`config.mk`:
```
export PLATFORM = sky130hd
export DESIGN_NAME = packet_framer_tx
export DESIGN_NICKNAME = d
export VERILOG_FILES = /design/src/rtl/packet_framer_tx.sv
export SDC_FILE = /design/constraint.sdc
export NUM_CORES = 1
export LEC_CHECK = 0
export CAP_MARGIN = 20
export CELL_PAD_IN_SITES_DETAIL_PLACEMENT = 1
export CELL_PAD_IN_SITES_GLOBAL_PLACEMENT = 1
export CORE_UTILIZATION = 30
export DETAILED_ROUTE_END_ITERATION = 6
export PLACE_DENSITY = 0.64
export SYNTH_ARGS = -nofsm -noshare
export SYNTH_HDL_FRONTEND = slang
export SYNTH_SLANG_ARGS = --single-unit
```
`constraint.sdc`:
```
create_clock -name CLK -period 17.79 [get_ports CLK]
set_input_delay 3.558 -clock CLK [delete_from_list [all_inputs] [get_ports CLK]]
set_output_delay 3.558 -clock CLK [all_outputs]
set_load 0.02 [all_outputs]
```
`src/rtl/packet_framer_tx.sv`:
```
// Response packet framer: serialises SYNC, LEN, OPCODE, payload and CRC-8
// onto the uart_core TX byte interface, one latched request at a time.
module packet_framer_tx #(
  parameter int         MAX_PAYLOAD = 16,
  parameter logic [7:0] SYNC        = 8'hAA,
  parameter logic [7:0] CRC_POLY    = 8'h07,
  parameter logic [7:0] CRC_INIT    = 8'h00
) (
  input  logic                     CLK,
  input  logic                     rst,
  input  logic                     req_valid,
  output logic                     req_ready,
  input  logic [7:0]               req_opcode,
  input  logic [7:0]               req_len,
  input  logic [8*MAX_PAYLOAD-1:0] req_payload,
  output logic [7:0]               tx_data,
  output logic                     tx_valid,
  input  logic                     tx_ready,
  output logic                     busy,
  output logic                     err_len
);

  // Handshakes: a transfer happens on a rising edge where valid && ready.
  // tx_valid/tx_data hold until consumed; req_ready comes only from state.

  localparam int         IDX_W   = (MAX_PAYLOAD > 1) ? $clog2(MAX_PAYLOAD) : 1;
  localparam logic [7:0] MAX_LEN = 8'(MAX_PAYLOAD);

  typedef enum logic [2:0] {
    S_IDLE, S_SYNC, S_LEN, S_OPC, S_PAY, S_CRC
  } state_t;

  state_t     state, state_next;
  logic [7:0] op_r;
  logic [7:0] len_r;
  logic [7:0] cnt;
  logic [7:0] crc;
  logic [7:0] pay_mem [MAX_PAYLOAD];
  logic       accept;
  logic       consume;

  function automatic logic [7:0] crc_step(input logic [7:0] c, input logic [7:0] b);
    logic [7:0] r;
    r = c ^ b;
    for (int k = 0; k < 8; k++) begin
      r = r[7] ? ((r << 1) ^ CRC_POLY) : (r << 1);
    end
    return r;
  endfunction

  assign req_ready = (state == S_IDLE);
  assign busy      = (state != S_IDLE);
  assign tx_valid  = (state != S_IDLE);
  assign accept    = req_valid && req_ready;
  assign consume   = tx_valid && tx_ready;

  always_comb begin
    state_next = state;
    tx_data    = 8'h00;
    case (state)
      S_IDLE: begin
        if (accept && (req_len <= MAX_LEN)) state_next = S_SYNC;
      end
      S_SYNC: begin
        tx_data = SYNC;
        if (consume) state_next = S_LEN;
      end
      S_LEN: begin
        tx_data = len_r + 8'd1;
        if (consume) state_next = S_OPC;
      end
      S_OPC: begin
        tx_data = op_r;
        if (consume) state_next = (len_r != 8'd0) ? S_PAY : S_CRC;
      end
      S_PAY: begin
        tx_data = pay_mem[cnt[IDX_W-1:0]];
        if (consume && (cnt == len_r - 8'd1)) state_next = S_CRC;
      end
      S_CRC: begin
        tx_data = crc;
        if (consume) state_next = S_IDLE;
      end
      default: state_next = S_IDLE;
    endcase
  end

  always_ff @(posedge CLK) begin
    if (rst) begin
      state   <= S_IDLE;
      err_len <= 1'b0;
      op_r    <= 8'h00;
      len_r   <= 8'h00;
      cnt     <= 8'h00;
      crc     <= CRC_INIT;
    end else begin
      state   <= state_next;
      err_len <= accept && (req_len > MAX_LEN);
      if (accept) begin
        op_r  <= req_opcode;
        len_r <= req_len;
        cnt   <= 8'h00;
        crc   <= CRC_INIT;
        for (int i = 0; i < MAX_PAYLOAD; i++) begin
          pay_mem[i] <= req_payload[8*i +: 8];
        end
      end
      // CRC folds in each covered byte as it leaves, so it is final on entry to S_CRC.
      if (consume && (state == S_LEN || state == S_OPC || state == S_PAY)) begin
        crc <= crc_step(crc, tx_data);
      end
      if (consume && state == S_PAY) cnt <= cnt + 8'd1;
    end
  end

endmodule

```
Fig. 1: run 1, met1 routing
Supply wires on this layer in grey.
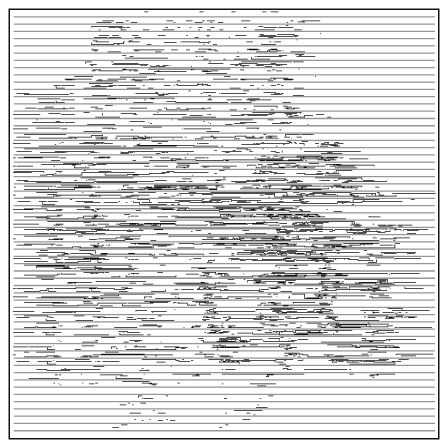
- main direction: horizontal
- wire length on this layer: 8730 um
- nets with wire on the layer: 771
global routing usage on met1: 20.55%
wire length after detailed routing: 19480 um
via count: 5001

Fig. 2: run 1, M2 wires
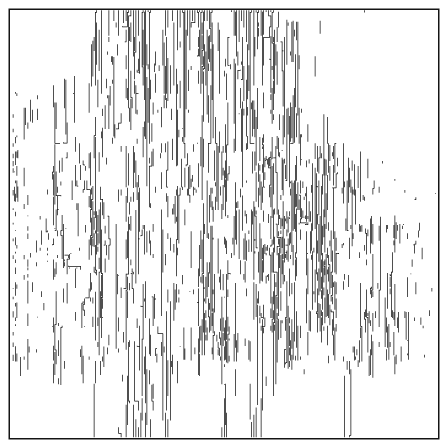
- share of all routed wire: 48%
- main direction: vertical

Fig. 3: run 1, metal 3
Bar = 50 um. Cells faint in the background.
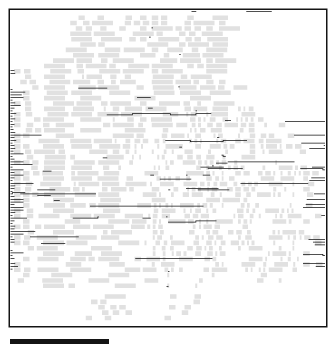
- wire length on this layer: 927 um
- share of all routed wire: 4.8%
- nets with wire on the layer: 115
met3 global-route usage: 3.151%

==> commit_impl_results.txt, run 1 <==
Store results of the implementation flow

- Run status: complete, no violations
- Sequential cells were found to cover 61.76% of the synthesized design area.
* Power in sequential cells: 499 uW
* Design Power: 1077 uW
- CP peak stage delay: 0.93 ns
- Number of flops mapped to enable cells by yosys: 128
* ANT cells: 0
* Number of cells on the critical path: 6
* Violation count after the first detailed-routing iteration: 345
- For reference, the top logic cell family by area is multiplexers.
- Quantity of I/O buffers inserted on ports: 159
* Cell class contributing the biggest share of worst-path delay: flip-flops
- Final clock-cell share: 5.908%
- In the final layout, excluding clock inverters the inverter count is 21.
* Critical path data arrival time: 3.35 ns
* Number of iterations in the first detailed-routing pass: 6
- Met2 wirelength from detailed routing: 9373 um
- Looking at the worst setup and hold paths, the clock pins of their registers show a slew of 0.07 ns.
- Across the run, the number of max-cap violations was 0.
- Critical Path RT: 14.23 ns
* Switch share: 28.50%
- For this design the static power due to leakage is 0.003338 uW.
- Num CTS Buffers: 17
* Overall fraction of global-route tracks in use: 15.59%
- Clock Tree Root: sky130_fd_sc_hd__clkbuf_16
- The DRC violation total left in the routed layout is recorded as 0.
* Synthesized area: 7520 sq um
- Logic share of the area: 26.33%
* Switching Power: 307.1 uW
- Count leader, synth: sky130_fd_sc_hd__edfxtp_1
- Clock power frac: 33.7%
- For the worst reg-to-reg path, the endpoint reported by OpenROAD is pay_mem[3][6]$_DFFE_PP_.
- Counting tap cells, the placed design contains a total of 1002 instances.
- The skew report gives the latency at the later pin of the worst-skew pair as 0.42 ns.
* AND/OR/NAND/NOR Cells, Area Fraction: 9.484%
- The worst hold path terminates at op_r[4]$_SDFFE_PP0P_.
- Number of antenna violations at the first check in global routing: 0
- Between the synthesized netlist and the finished layout, the area growth was recorded as 32.65%.
* Buffers plus inverters on the worst setup path: 2
* Reg power frac: 46.3%
* Post-CTS repair timing setup buffer count: 0
- GR Util met2: 25.00%
- Comb gate area: 2626 sq um
- Averaged over all synthesized cells, the footprint is 13.82 sq um.
- The wire-length estimate of the detail-placed layout is 14720 um.
* Multiplexer share of the synthesized area: 11.56%
- By instance count after routing, the leading logic cell type is sky130_fd_sc_hd__clkdlybuf4s50_1.
- I/O pin count: 160
- The transition time recorded at the tightest slew-check pin is 0.9993 ns.
- After detailed routing, the wire length on met1 is 8729 um.
- Adding up every negative setup slack in the final design gives 0 ns.
* Site Rows: 57
- Tool warning count: 28
- Highest metal used: met4
Fig. 4: run 1, clock routing
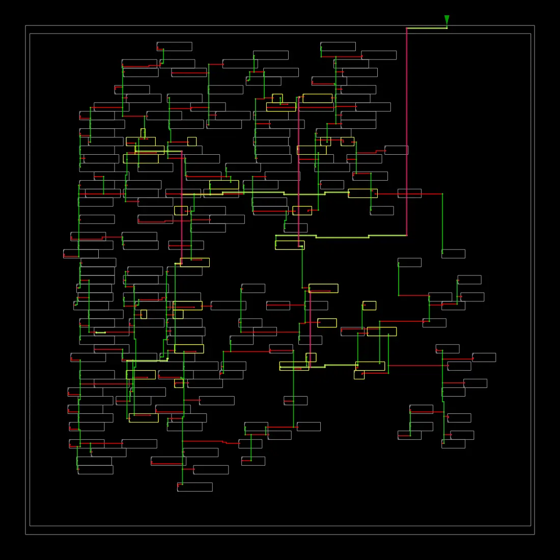

==> inputs of run 2 (changes only) <==
--- a/config.mk
+++ b/config.mk
@@ -10,7 +10,7 @@
 export CELL_PAD_IN_SITES_GLOBAL_PLACEMENT = 1
 export CORE_UTILIZATION = 30
 export DETAILED_ROUTE_END_ITERATION = 6
-export PLACE_DENSITY = 0.64
+export PLACE_DENSITY = 0.67
 export SYNTH_ARGS = -nofsm -noshare
 export SYNTH_HDL_FRONTEND = slang
 export SYNTH_SLANG_ARGS = --single-unit
==> constraint.sdc (replaced) <==
create_clock -name CLK -period 6.3 [get_ports CLK]
set_input_delay 1.26 -clock CLK [delete_from_list [all_inputs] [get_ports CLK]]
set_output_delay 1.26 -clock CLK [all_outputs]
set_load 0.02 [all_outputs]
Fig. 5: run 2, clock routing
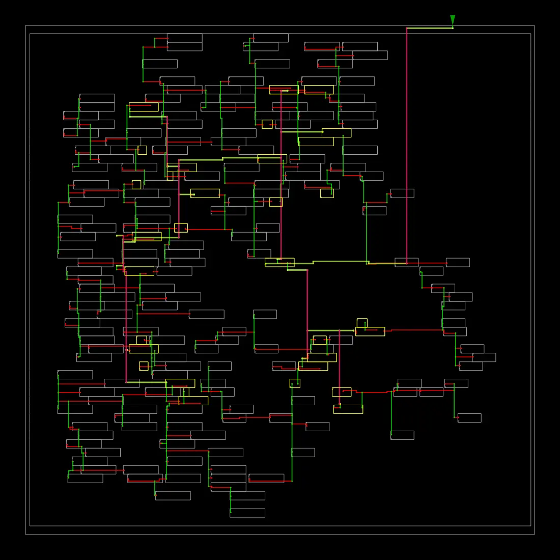
worst clock skew on the final layout: 0.01547 ns
Num CTS Buffers: 17
clock group power: 1030 uW
CLK BUF: 17
insertion delay at the late pin of the worst-skew pair: 0.44 ns

Fig. 6: run 2, metal 3
Bar = 50 um. Cells faint in the background.
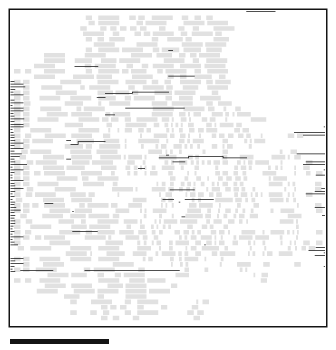
- longest straight run: 48.1 um
- share of all routed wire: 3.2%
- main direction: horizontal
- nets with wire on the layer: 94
- wire length on this layer: 612 um

==> run 2 against run 1 <==
  * Sequential cell count unchanged
  * Highest routed layer unchanged
  * Cell count unchanged
  * Largest power group unchanged
  * Cell area rose by 0.20%
  * Hold slack gained 0.016 ns
==> commit_impl_results.txt, run 2 <==
Store results of the implementation flow

- Run status: complete, no violations (unchanged)
- The clock network contribution to total cell area was 5.846% (was 5.908%).
* DRC: 0 (unchanged)
- GR Util met2: 25.81% (was 25.00%)
- The clock share of power came to 33.8% (was 33.7%).
* Tool warning count: 28 (unchanged)
* Switching Power: 873.5 uW (was 307.1 uW)
- The dominant combinational cell family by area after synthesis is multiplexers (unchanged).
- The met3 usage in global routing is 2.712% (was 3.151%).
- Setup TNS Final: 0 ns (unchanged)
* Violation count after the first detailed-routing iteration: 279 (was 345)
- The simple-gate share of the synthesized area is 9.484% (unchanged).
- Total leakage power: 0.003343 uW (was 0.003338 uW)
- Signed area change from the synthesized netlist to the final layout: 32.91% (was 32.65%)
* Logic share of the area: 26.28% (was 26.33%)
- The number of top-level pins was 160 (unchanged).
* Post-CTS repair timing setup buffer count: 0 (unchanged)
- The number of non-clock inverters was 21 (unchanged).
* Clock transition at path regs: 0.07 ns (about the same)
- The share of synthesized area spent on multiplexers was 11.56% (unchanged).
- The detailed placement HPWL came to 14560 um (was 14720 um).
- The synthesized area per cell was 13.82 sq um (unchanged).
- Design Power: 3051 uW (was 1077 uW)
* Number of antenna violations at the first check in global routing: 0 (unchanged)
* Synthesized area: 7520 sq um (unchanged)
- The wire length on met1 came to 8844 um (was 8729 um).
- Comb gate area: 2626 sq um (unchanged)
- Tightest Pin Transition: 0.9471 ns (was 0.9993 ns)
* Number of flops mapped to enable cells by yosys: 128 (unchanged)
- Site Rows: 57 (unchanged)
* Switch share: 28.63% (was 28.50%)
* Highest metal used: met4 (unchanged)
* Overall fraction of global-route tracks in use: 15.59% (about the same)
- Met2 wirelength from detailed routing: 9433 um (was 9373 um)
* Quantity of I/O buffers inserted on ports: 159 (unchanged)
- The end of the worst register-to-register path is pay_mem[9][0]$_DFFE_PP_ (was pay_mem[3][6]$_DFFE_PP_).
- The cell type group with the largest total delay on the critical path is flip-flops (unchanged).
- Count leader, synth: sky130_fd_sc_hd__edfxtp_1 (unchanged)
* Reg power frac: 46.2% (was 46.3%)
Fig. 7: run 2, met1 routing
Supply wires on this layer in grey.
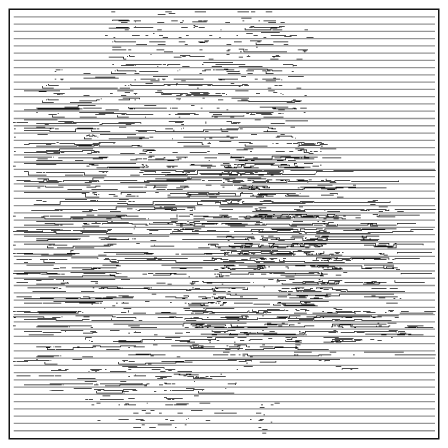
- main direction: horizontal
- nets with wire on the layer: 771
- share of all routed wire: 46%
- wire length on this layer: 8840 um
via count: 4977
wire length after detailed routing: 19190 um
global routing usage on met1: 20.56%

Fig. 8: run 2, the metal 4 layer
Supply wires on this layer in grey. Cells faint in the background.
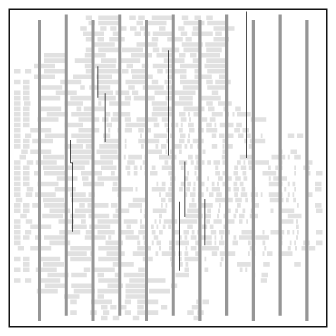

==> inputs of run 3 (changes only) <==
--- a/config.mk
+++ b/config.mk
@@ -10,7 +10,7 @@
 export CELL_PAD_IN_SITES_GLOBAL_PLACEMENT = 1
 export CORE_UTILIZATION = 30
 export DETAILED_ROUTE_END_ITERATION = 6
-export PLACE_DENSITY = 0.67
+export PLACE_DENSITY = 0.64
 export SYNTH_ARGS = -nofsm -noshare
 export SYNTH_HDL_FRONTEND = slang
 export SYNTH_SLANG_ARGS = --single-unit
==> constraint.sdc (replaced) <==
create_clock -name CLK -period 4.5 [get_ports CLK]
set_input_delay 0.9 -clock CLK [delete_from_list [all_inputs] [get_ports CLK]]
set_output_delay 0.9 -clock CLK [all_outputs]
set_load 0.02 [all_outputs]
Fig. 9: run 3, the metal 4 layer
Supply wires on this layer in grey. Cells faint in the background.
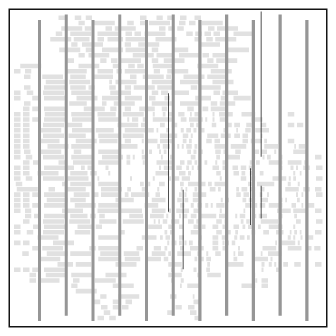
- longest straight run: 73.4 um
- wire length on this layer: 218 um
- share of all routed wire: 1.1%
- main direction: vertical
- nets with wire on the layer: 4

Fig. 10: run 3, clock routing
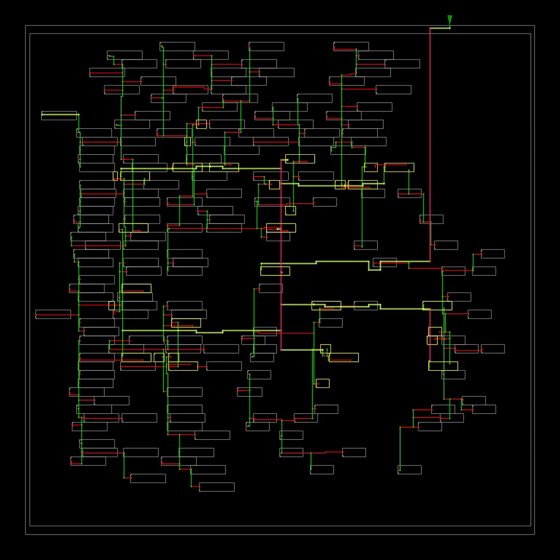
insertion delay at the late pin of the worst-skew pair: 0.43 ns
number of sequential storage elements: 168
sinks on the clock net: 168
clock group power: 1360 uW
worst clock skew on the final layout: 0.007266 ns

==> run 3 against run 2 <==
  * Global-route usage shrank 0.36 points
  * Sequential share of layout area is 0.11 points higher
  * Sequential power grew about 40%
  * Die area stayed put
  * Critical endpoint unchanged
  * Highest routed layer unchanged
==> commit_impl_results.txt, run 3 <==
Store results of the implementation flow

- Run status: complete, no violations (unchanged).
* DRC: 0 (unchanged)
- The most frequent standard cell in the layout excluding fill and tap cells was sky130_fd_sc_hd__clkdlybuf4s50_1 (unchanged).
- The met3 usage in global routing is 3.151% (was 2.712%).
* Met2 wirelength from detailed routing: 9179 um (was 9433 um)
* Overall fraction of global-route tracks in use: 15.23% (was 15.59%)
- The clock buffer count in the final layout came to 17 (unchanged).
- The number of cells after detailed placement came to 1006 (was 1002).
- Biggest combinational cell group after synthesis: multiplexers (unchanged)
- The layout overhead on the synthesized area came to 32.60% (was 32.91%).
- Highest metal used: met4 (unchanged)
- I/O pin count: 160 (unchanged)
- Logic share of the area: 26.34% (was 26.28%)
- The number of gates on the worst path with buffers counted came to 6 (unchanged).
* Number of non-clock inverters in the layout: 21 (unchanged)
- Buffers plus inverters on the worst setup path: 2 (unchanged)
* Share of synthesized area occupied by flip-flops and latches: 61.76% (unchanged)
* Clock Tree Root: sky130_fd_sc_hd__clkbuf_16 (unchanged)
- Violation count after the first detailed-routing iteration: 295 (was 279)
- Worst Hold Path EP: op_r[3]$_SDFFE_PP0P_ (was op_r[6]$_SDFFE_PP0P_)
* Post-Synthesis Mean Instance Area: 13.82 sq um (unchanged)
* Count leader, synth: sky130_fd_sc_hd__edfxtp_1 (unchanged)
- Num CTS Buffers: 17 (unchanged)
- The met2 track demand over resource in global routing was 25.14% (was 25.81%).
- Switching Power: 1210 uW (was 873.5 uW)
- The leakage component of the power was 0.003352 uW (was 0.003343 uW).
* Max cap viols: 0 (unchanged)
- The wire length on met1 was 8953 um (was 8844 um).
- The sequential cell power came to 1970 uW (was 1410 uW).
- Reg power frac: 47.1% (was 46.2%)
- Comb gate area: 2626 sq um (unchanged)
* Critical Path RT: 3.60 ns (was 5.04 ns)
* Number of antenna violations at the first check in global routing: 0 (unchanged)
* Multiplexer share of the synthesized area: 11.56% (unchanged)
- AND/OR/NAND/NOR Cells, Area Fraction: 9.484% (unchanged)
- The maximum cell stage delay along the critical path is 0.91 ns (about the same).
- Number of iterations in the first detailed-routing pass: 4 (unchanged)
- Site Rows: 57 (unchanged)
- The total chip power came to 4190 uW (was 3051 uW).
- Cell class contributing the biggest share of worst-path delay: flip-flops (unchanged)
Fig. 11: run 3, met1 routing
Supply wires on this layer in grey.
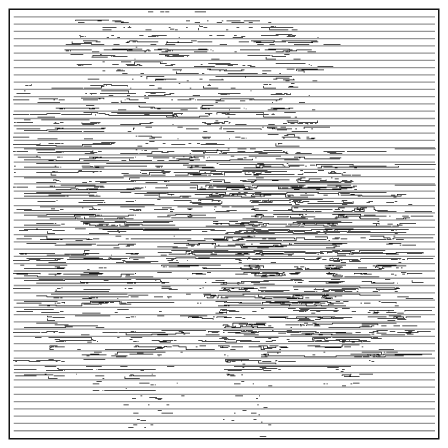
global routing usage on met1: 20.24%
via count: 4930
wire length after detailed routing: 19120 um

Power is estimated from default activity; no workload was simulated.
